### config.mk
export PLATFORM = sky130hd
export DESIGN_NAME = accum_xcel_sched
export DESIGN_NICKNAME = d
export VERILOG_FILES = /design/src/rtl/accum_xcel_pkg.sv /design/src/rtl/accum_xcel_sched_dpath.sv /design/src/rtl/accum_xcel_sched.sv
export SDC_FILE = /design/constraint.sdc
export NUM_CORES = 1
export LEC_CHECK = 0
export CAP_MARGIN = 25
export CORE_MARGIN = 1.5
export CORE_UTILIZATION = 40
export CTS_CLUSTER_DIAMETER = 50
export DETAILED_ROUTE_END_ITERATION = 7
export PLACE_DENSITY = 0.65
export SKIP_CTS_REPAIR_TIMING = 1
export SLEW_MARGIN = 5
export SYNTH_ARGS = -nofsm -noshare
export SYNTH_HDL_FRONTEND = slang
export SYNTH_SLANG_ARGS = --single-unit
### constraint.sdc
create_clock -name clk -period 3.84 [get_ports clk]
set_clock_uncertainty 0.15 [all_clocks]
set_input_delay 0.96 -clock clk [delete_from_list [all_inputs] [get_ports clk]]
set_output_delay 0.96 -clock clk [all_outputs]
set_load 0.05 [all_outputs]
### src/rtl/accum_xcel_pkg.sv
// Shared types and default widths for the accumulate-accelerator scheduler.
package accum_xcel_pkg;

    localparam int ADDR_W_DEF = 16;
    localparam int DATA_W_DEF = 32;
    localparam int SIZE_W_DEF = 16;
    localparam int WORD_SHIFT = 2;

    typedef enum logic [1:0] {
        IDLE = 2'd0,
        CALC = 2'd1,
        DONE = 2'd2
    } state_t;

endpackage

### src/rtl/accum_xcel_sched_dpath.sv
// Job registers, word address generation, running sum and last-word detect
// for the accumulate-accelerator scheduler.
module accum_xcel_sched_dpath
    import accum_xcel_pkg::*;
#(
    parameter int ADDR_W = ADDR_W_DEF,
    parameter int DATA_W = DATA_W_DEF,
    parameter int SIZE_W = SIZE_W_DEF
) (
    input  logic              clk,
    input  logic              rst,
    input  logic              i_load,
    input  logic              i_step,
    input  logic [ADDR_W-1:0] i_base,
    input  logic [SIZE_W-1:0] i_size,
    input  logic [DATA_W-1:0] i_data,
    output logic [ADDR_W-1:0] o_addr,
    output logic              o_last,
    output logic [DATA_W-1:0] o_acc
);

    localparam logic [ADDR_W-1:0] BASE_MASK = ~ADDR_W'((1 << WORD_SHIFT) - 1);

    logic [ADDR_W-1:0] r_base;
    logic [SIZE_W-1:0] r_size;
    logic [SIZE_W-1:0] r_idx;
    logic [DATA_W-1:0] r_acc;
    logic [ADDR_W-1:0] w_off;

    always_ff @(posedge clk) begin
        if (rst) begin
            r_base <= '0;
            r_size <= '0;
            r_idx  <= '0;
            r_acc  <= '0;
        end else if (i_load) begin
            r_base <= i_base & BASE_MASK;
            r_size <= i_size;
            r_idx  <= '0;
            r_acc  <= '0;
        end else if (i_step) begin
            r_idx  <= r_idx + SIZE_W'(1);
            r_acc  <= r_acc + i_data;
        end
    end

    // Offset and sum both wrap silently at their register widths.
    assign w_off  = ADDR_W'({r_idx, {WORD_SHIFT{1'b0}}});
    assign o_addr = r_base + w_off;

    // Compare idx+1 against size one bit wider so a full-range size cannot wrap.
    assign o_last = (({1'b0, r_idx} + (SIZE_W + 1)'(1)) == {1'b0, r_size});
    assign o_acc  = r_acc;

endmodule

### src/rtl/accum_xcel_sched.sv
// Accumulate-accelerator scheduler: accepts a job, streams word reads, returns the sum.
// Optional ACCUM_XCEL_CYCLE_CNT_EN adds a 32-bit saturating busy-cycle counter port.
module accum_xcel_sched
    import accum_xcel_pkg::*;
#(
    parameter int ADDR_W = ADDR_W_DEF,
    parameter int DATA_W = DATA_W_DEF,
    parameter int SIZE_W = SIZE_W_DEF
) (
    input  logic              clk,
    input  logic              rst,
    input  logic              go_val,
    output logic              go_rdy,
    input  logic [ADDR_W-1:0] go_base,
    input  logic [SIZE_W-1:0] go_size,
    output logic              done_val,
    input  logic              done_rdy,
    output logic [DATA_W-1:0] done_result,
    output logic              memreq_val,
    output logic [ADDR_W-1:0] memreq_addr,
    input  logic [DATA_W-1:0] memresp_data,
    output logic              busy
`ifdef ACCUM_XCEL_CYCLE_CNT_EN
    ,
    output logic [31:0]       cycle_cnt
`endif
);

    state_t            r_state;
    state_t            w_state_nxt;
    logic              w_load;
    logic              w_step;
    logic              w_last;
    logic [ADDR_W-1:0] w_addr;

    accum_xcel_sched_dpath #(
        .ADDR_W (ADDR_W),
        .DATA_W (DATA_W),
        .SIZE_W (SIZE_W)
    ) u_dpath (
        .clk    (clk),
        .rst    (rst),
        .i_load (w_load),
        .i_step (w_step),
        .i_base (go_base),
        .i_size (go_size),
        .i_data (memresp_data),
        .o_addr (w_addr),
        .o_last (w_last),
        .o_acc  (done_result)
    );

    always_ff @(posedge clk) begin
        if (rst) r_state <= IDLE;
        else     r_state <= w_state_nxt;
    end

    always_comb begin
        w_state_nxt = r_state;
        go_rdy      = 1'b0;
        done_val    = 1'b0;
        memreq_val  = 1'b0;
        w_load      = 1'b0;
        w_step      = 1'b0;
        case (r_state)
            IDLE: begin
                go_rdy = 1'b1;
                if (go_val) begin
                    w_load      = 1'b1;
                    w_state_nxt = (go_size != '0) ? CALC : DONE;
                end
            end
            CALC: begin
                memreq_val = 1'b1;
                w_step     = 1'b1;
                if (w_last) w_state_nxt = DONE;
            end
            DONE: begin
                done_val = 1'b1;
                if (done_rdy) w_state_nxt = IDLE;
            end
            default: w_state_nxt = IDLE;
        endcase
    end

    // Keep the address port quiet outside CALC.
    assign memreq_addr = (r_state == CALC) ? w_addr : '0;
    assign busy        = (r_state != IDLE);

`ifdef ACCUM_XCEL_CYCLE_CNT_EN
    logic [31:0] r_cycle_cnt;
    logic        w_cnt_inc;

    assign w_cnt_inc = (r_state == CALC) || ((r_state == DONE) && !done_rdy);

    always_ff @(posedge clk) begin
        if (rst || w_load)                          r_cycle_cnt <= '0;
        else if (w_cnt_inc && (r_cycle_cnt != '1))  r_cycle_cnt <= r_cycle_cnt + 32'd1;
    end

    assign cycle_cnt = r_cycle_cnt;
`endif

endmodule

==> run_1/metal_density.png <==
The die is cut into 24 by 24 equal tiles; dark purple is low, yellow is high, scaled to the fullest tile. Values are wire area over tile area, all layers added.
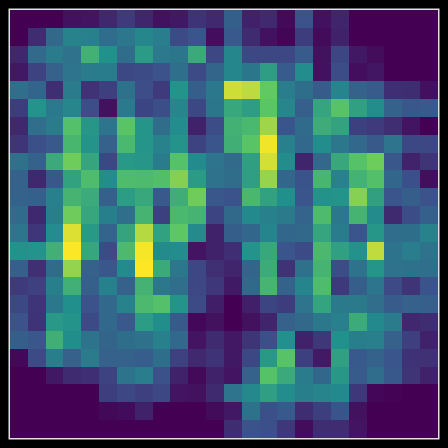
fullest tile: 0.54
densest ninth of the die: middle left
nearly empty tiles: 11%
mean over tiles: 0.17
Overall Global Routing Usage: 22.1%
DR WL/cell: 15.1 µm
Routed WL: 15900 µm
vias after detailed routing: 5740

==> run_1/flops_by_reg.png <==
The bar under the picture is 20 µm long.
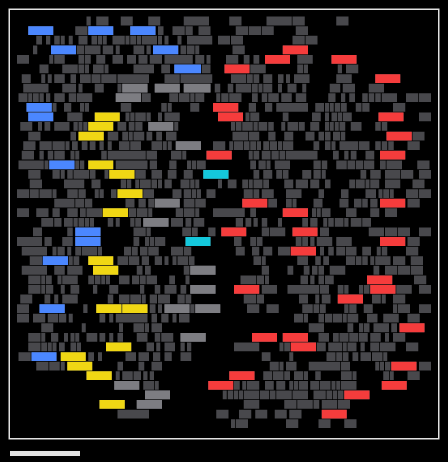
| color | name in the netlist | placed flops |
|---|---|---|
| blue | `u_dpath.r_base` | 14 |
| red | `u_dpath.o_acc` | 32 |
| yellow | `u_dpath.r_size` | 16 |
| cyan | `r_state` | 2 |
not colored: 16

==> run_1/cell_density.png <==
The bar under the picture is 20 µm long. The die is cut into 12 by 12 equal tiles; dark purple is low, yellow is high, 0 to 100% covered.
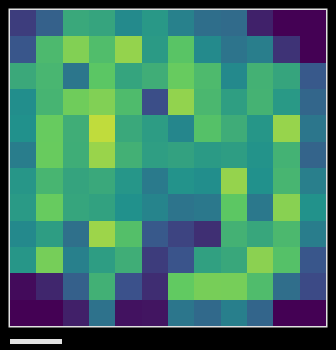
nearly empty tiles: 4.9%
densest ninth of the die: middle left
fullest tile: 91%

==> impl_metrics.tcl, run 1 <==
# yosys + openroad results
set metrics [dict create \
    cts.sinks 80 \
    core_area_um2 13800 \
    synth.comb.largest_family "simple AND/OR/NAND/NOR gates" \
    yosys_warnings 0 \
    cts_tree "done" \
    drt-initial-drc-count 337 \
    path_cells "ha_4, fa_2, a21o_1, a21oi_2, o21bai_1, a2111o_1, a41oi_2, o21ai_1, xnor2_1, nor2_2, buf_12" \
    ys.flop_type "dfxtp_1" \
    critPathBufInv 1 \
    final.setup.worst_slack_ns -0.0414 \
    clk_path_buf_depth 2 \
    top_usage_layer "met2" \
    synthesis.area_um2 5610 \
    async_reset_ff_share_pct 0 \
    nNonClkBuffers 149 \
    dp.cells 1036 \
    synth.area.top_cells "dfxtp_1 29%, ha_1 10%, nand2_1 8.6%" \
    cts_buffers 9 \
    powerSeq_uw 913 \
    powerDensity_nw_per_um2 332 \
    inverters 13 \
    yosys.cell_types.count 64 \
    seqPwrFrac_pct 36.5 \
    utilization_pct 54.8 \
    syn_area_per_cell_um2 7.54 \
    n_fill_cell 1356 \
    crit_path_start "u_dpath.r_base[2]" \
    remaining_drc_errors 0 \
    critical-path-top-delay-family "AND-OR/OR-AND gates" \
    worstSetupPathType "flop to output port" \
    startpoint_type "flop" \
    grt_pass1_wl_um 26000 \
    simple_gate_area_share_pct 24.0 \
    ys_ff 80 \
    finalCritPeriodShare_pct 101 \
    setup_tns_ns -0.0773 \
    rrSetupSlack_ns 0.91 \
    warning_count 30 \
    top_cell_area_share_pct 28.5 \
    maxSlewViolCount 0 \
    initial_core_util_pct 40.7 \
    rows 43 \
    dr.pass1.iters 5 \
    routed_via_density 5.45 \
    ys_cells 744 \
    r2r_cells 10 \
    period_minus_slack_ns 3.88 \
    n_antenna_cell 0 \
    p_sw_uw 826 \
    yosysMostFrequentCell "nand2_1" \
    largest_reg_flops 32 \
    pg_clk_uw 880 \
    violations "setup timing" \
    power_uw 2500 \
    yosys.area_share.xor_xnor_pct 9.52 \
    min-delay-start "u_dpath.r_base[14]" \
    chipHeight_um 121 \
    gp_congestion 0.962 \
    clock_buffer_count 9 \
    synthMuxAreaShare_pct 1.07 \
    finalSetupViolCount 2 \
    port_buffers 115 \
    clkTransAtPathRegs_ns 0.07 \
    flop-count 80 \
    boundaryPins 120 \
    place_ws_ns -0.153 \
    critPathCapture "memreq_addr[14]" \
    grt_pass1_vias 5549 \
    htreeDepth 3 \
    dieArea_um2 14700 \
    holdCritPathClass "flop to flop" \
    flop_area_um2 1600 \
    combPwrFrac_pct 28.3 \
    use_met2_pct 38.3 \
    die_w_um 121 \
    final_cell_area_um2 7540 \
    clock_area_share_pct 3.95 \
    hold_ws_ns 0.308 \
    grt-ovfl-total 0 \
    comb_cells 616 \
    slew_headroom_pct 58.5 \
    met1Wirelength_um 6910 \
    ys_seq_share_pct 28.5 \
    comb_cell_power_uw 709 \
    nonClkBufAreaFrac_pct 19.5 \
    root_buffer "clkbuf_16" \
    timing.rr.start "u_dpath.r_idx[1]" \
    yosys-stat-area_um2 5610 \
    clk-insertion-delay-late_ns 0.35 \
    highest_layer "met4" \
    met3_length_um 972 \
    synth-edff-count 0 \
    dpl-instance-area_um2 7160 \
    top_area_cell "dfxtp_1" \
    synthTopCellsByCount "128 x nand2_1, 91 x a21oi_1, 80 x dfxtp_1" \
    intPower_uw 1680 \
    cpMaxStageDelayCell "a2111o_1" \
    critPathCaptureType "output port" \
    power_top_consumer "sequential cells" \
    clkPwrFrac_pct 35.2 \
    layout_top_cell "nand2_1" \
    drive_above_1_share_pct 10.1 \
    fmax_ghz 0.258 \
    taps 180 \
    hold_depth 2 \
    antenna_found_initial 0 \
    met1_usage_pct 26.3 \
    largest_class "logic gates" \
    final_antenna_net_count 0 \
    cp.required_ns 2.73 \
    status "finished with violations" \
    grt_max_degree 56 \
    logic_area_um2 3890 \
    aoi_share_pct 22.5 \
    slowest_delay_ns 0.42 \
    netlist_instances 744 \
    adder_share_pct 10.7 \
    fin_nets 984 \
    grt_use_met3_pct 4.42 \
    max_cap_viol_count 0 \
    hold_path_end "u_dpath.r_base[14]" \
    stdcell_count 1054 \
    seq_share_pct 21.3 \
    dp_hpwl_um 11700 \
    hold_viol 0 \
    crit_fanout 2 \
    critPathArrivalTime_ns 2.77 \
    peakVddDrop_uv 208 \
]
## Run 2: what changed since run 1
--- a/config.mk
+++ b/config.mk
@@ -14,3 +14,3 @@
 export SKIP_CTS_REPAIR_TIMING = 1
-export SLEW_MARGIN = 5
+export SLEW_MARGIN = 20
 export SYNTH_ARGS = -nofsm -noshare
==> constraint.sdc (replaced) <==
create_clock -name clk -period 3.84 [get_ports clk]
set_clock_uncertainty 0.15 [all_clocks]
set_input_delay 0.768 -clock clk [delete_from_list [all_inputs] [get_ports clk]]
set_output_delay 0.768 -clock clk [all_outputs]
set_load 0.05 [all_outputs]
==> run_2/cell_density.png <==
The bar under the picture is 20 µm long. The die is cut into 12 by 12 equal tiles; dark purple is low, yellow is high, 0 to 100% covered.
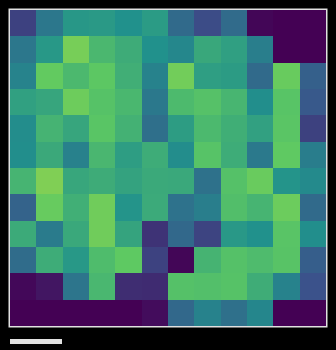
mean over tiles: 49%
tiles over 75% full: 8.3%
nearly empty tiles: 9.0%
fullest tile: 80%

==> run 2 against run 1 <==
Compared with the run above: the flow now finishes without violations; sequential cell count unchanged; first-iteration DRC count decreased by 14%; total power rose by 1.9%; register-to-register slack hardly changed; maximum frequency increased by 2.0%; critical path depth unchanged; final area decreased by 2.1%; clock power increased by 7.6%; worst hold slack improved by 0.0055 ns; setup slack better by 0.076 ns.
==> impl_metrics.tcl, run 2 <==
# yosys + openroad results
set metrics [dict create \
    status "finished clean" \
    initial_core_util_pct 40.7 \
    cp.required_ns 2.92 \
    clkTransAtPathRegs_ns 0.07 \
    powerSeq_uw 912 \
    final.setup.worst_slack_ns 0.0341 \
    yosys.cell_types.count 64 \
    utilization_pct 53.6 \
    grt-ovfl-total 0 \
    finalSetupViolCount 0 \
    hold_path_end "u_dpath.r_base[14]" \
    place_ws_ns 0.112 \
    p_sw_uw 807 \
    worst_slew_pin_slew_ns 0.559 \
    powerDensity_nw_per_um2 345 \
    boundaryPins 120 \
    synth.area.top_cells "dfxtp_1 29%, ha_1 10%, nand2_1 8.6%" \
    warning_count 29 \
    slew_headroom_pct 62.6 \
    r2r_cells 10 \
    ys_seq_share_pct 28.5 \
    antenna_found_initial 0 \
    power_leakage_uw 0.00298 \
    grtUsageTotal_pct 21.7 \
    maxSlewViolCount 0 \
    critical-path-top-delay-family "AND-OR/OR-AND gates" \
    synthMuxAreaShare_pct 1.07 \
    cts_tree "done" \
    rsz0062_at_grt "yes" \
    largest_reg_flops 32 \
    synthTopCellsByCount "128 x nand2_1, 91 x a21oi_1, 80 x dfxtp_1" \
    hold_depth 2 \
    logic_area_um2 3850 \
    min-delay-start "u_dpath.r_base[14]" \
    seqPwrFrac_pct 35.8 \
    hold_ws_ns 0.314 \
    max_cap_viol_count 0 \
    grt_pass1_vias 5518 \
    dp.cells 1022 \
    clk_path_buf_depth 2 \
    power_top_consumer "clock" \
    reg2reg_to "u_dpath.o_acc[24]" \
    gp_congestion 0.930 \
    routed_via_density 5.47 \
    netlist_instances 744 \
    holdCritPathClass "flop to flop" \
    yosysMostFrequentCell "nand2_1" \
    drt-initial-drc-count 290 \
    comb_cells 616 \
    htreeDepth 3 \
    met1Wirelength_um 6910 \
    flop-count 80 \
    syn_area_per_cell_um2 7.54 \
    grt_use_met3_pct 3.85 \
    ys.flop_type "dfxtp_1" \
    clock_area_share_pct 4.36 \
    ys_ff 80 \
    met3_length_um 783 \
    stdcell_count 1039 \
    adder_share_pct 10.7 \
    top_usage_layer "met2" \
    rows 43 \
    grt_pass1_wl_um 25700 \
    clock_buffer_count 10 \
    intPower_uw 1740 \
    synthesis.area_um2 5610 \
    comb_cell_power_uw 690 \
    timing.rr.start "u_dpath.o_acc[0]" \
    power_uw 2550 \
    swShare_pct 31.7 \
    seq_share_pct 21.7 \
    flop_area_um2 1600 \
    peakVddDrop_uv 177 \
    critPathBufInv 1 \
    rrSetupSlack_ns 0.90 \
    clk-insertion-delay-late_ns 0.35 \
    grt_max_degree 39 \
    fmax_ghz 0.263 \
    drive_above_1_share_pct 7.22 \
    worstSetupPathType "flop to output port" \
    n_antenna_cell 0 \
    fin_nets 969 \
    crit_path_start "u_dpath.r_idx[0]" \
    aoi_share_pct 22.5 \
    synth.comb.largest_family "simple AND/OR/NAND/NOR gates" \
    synth-edff-count 0 \
    dieArea_um2 14700 \
    cts.sinks 80 \
    cpMaxStageDelayCell "a2111o_1" \
    finalCritPeriodShare_pct 99.1 \
    die_w_um 121 \
    yosys-stat-area_um2 5610 \
    met1_usage_pct 25.8 \
    sh_comb_area_pct 52.1 \
    port_buffers 115 \
    yosys_warnings 0 \
    nNonClkBuffers 134 \
    async_reset_ff_share_pct 0 \
    final_cell_area_um2 7380 \
    nonClkBufAreaFrac_pct 18.1 \
    final_antenna_net_count 0 \
    simple_gate_area_share_pct 24.0 \
    core_area_um2 13800 \
    final_cell_mix "128 x nand2_1, 103 x clkdlybuf4s50_1, 89 x a21oi_1" \
    met2WireLength_um 7760 \
    startpoint_type "flop" \
    areaGrowthSynthToFinish_pct 31.6 \
    inverters 13 \
    top_cell_area_share_pct 28.5 \
    path_cells "ha_1, fa_2, a21o_1, a21oi_2, o21bai_1, a2111o_1, a41oi_2, o21ai_2, xnor2_2, nor2_2, buf_12" \
    yosys.area_share.xor_xnor_pct 9.52 \
    highest_layer "met4" \
    combPwrFrac_pct 27.1 \
    layout_top_cell "nand2_1" \
    pg_clk_uw 947 \
    root_buffer "clkbuf_16" \
    period_minus_slack_ns 3.81 \
    use_met2_pct 38.1 \
    largest_class "logic gates" \
    clkPwrFrac_pct 37.2 \
    dr.pass1.iters 5 \
    dpl-instance-area_um2 7020 \
    slowest_delay_ns 0.41 \
    hold_viol 0 \
    crit_cells 11 \
    top_area_cell "dfxtp_1" \
    critPathCapture "memreq_addr[14]" \
    critPathArrivalTime_ns 2.89 \
    critPathCaptureType "output port" \
    n_fill_cell 1336 \
    chipHeight_um 121 \
    taps 180 \
    setup_tns_ns 0 \
    cts_buffers 9 \
    remaining_drc_errors 0 \
    dp_hpwl_um 11700 \
    ys_cells 744 \
    crit_fanout 2 \
]
==> run_2/wires.png <==
Only two layers are drawn.
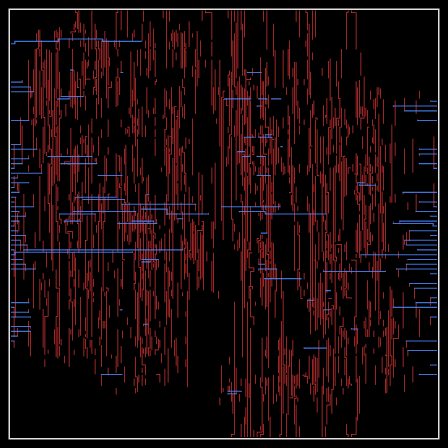
| color | layer | wire length |
|---|---|---|
| red | metal 2 | 7760 µm |
| blue | metal 3 | 784 µm |
vias after detailed routing: 5683
Routed WL: 15800 µm
DR WL/cell: 15.2 µm

No activity file was given, so power comes from the tool's default toggle rates.
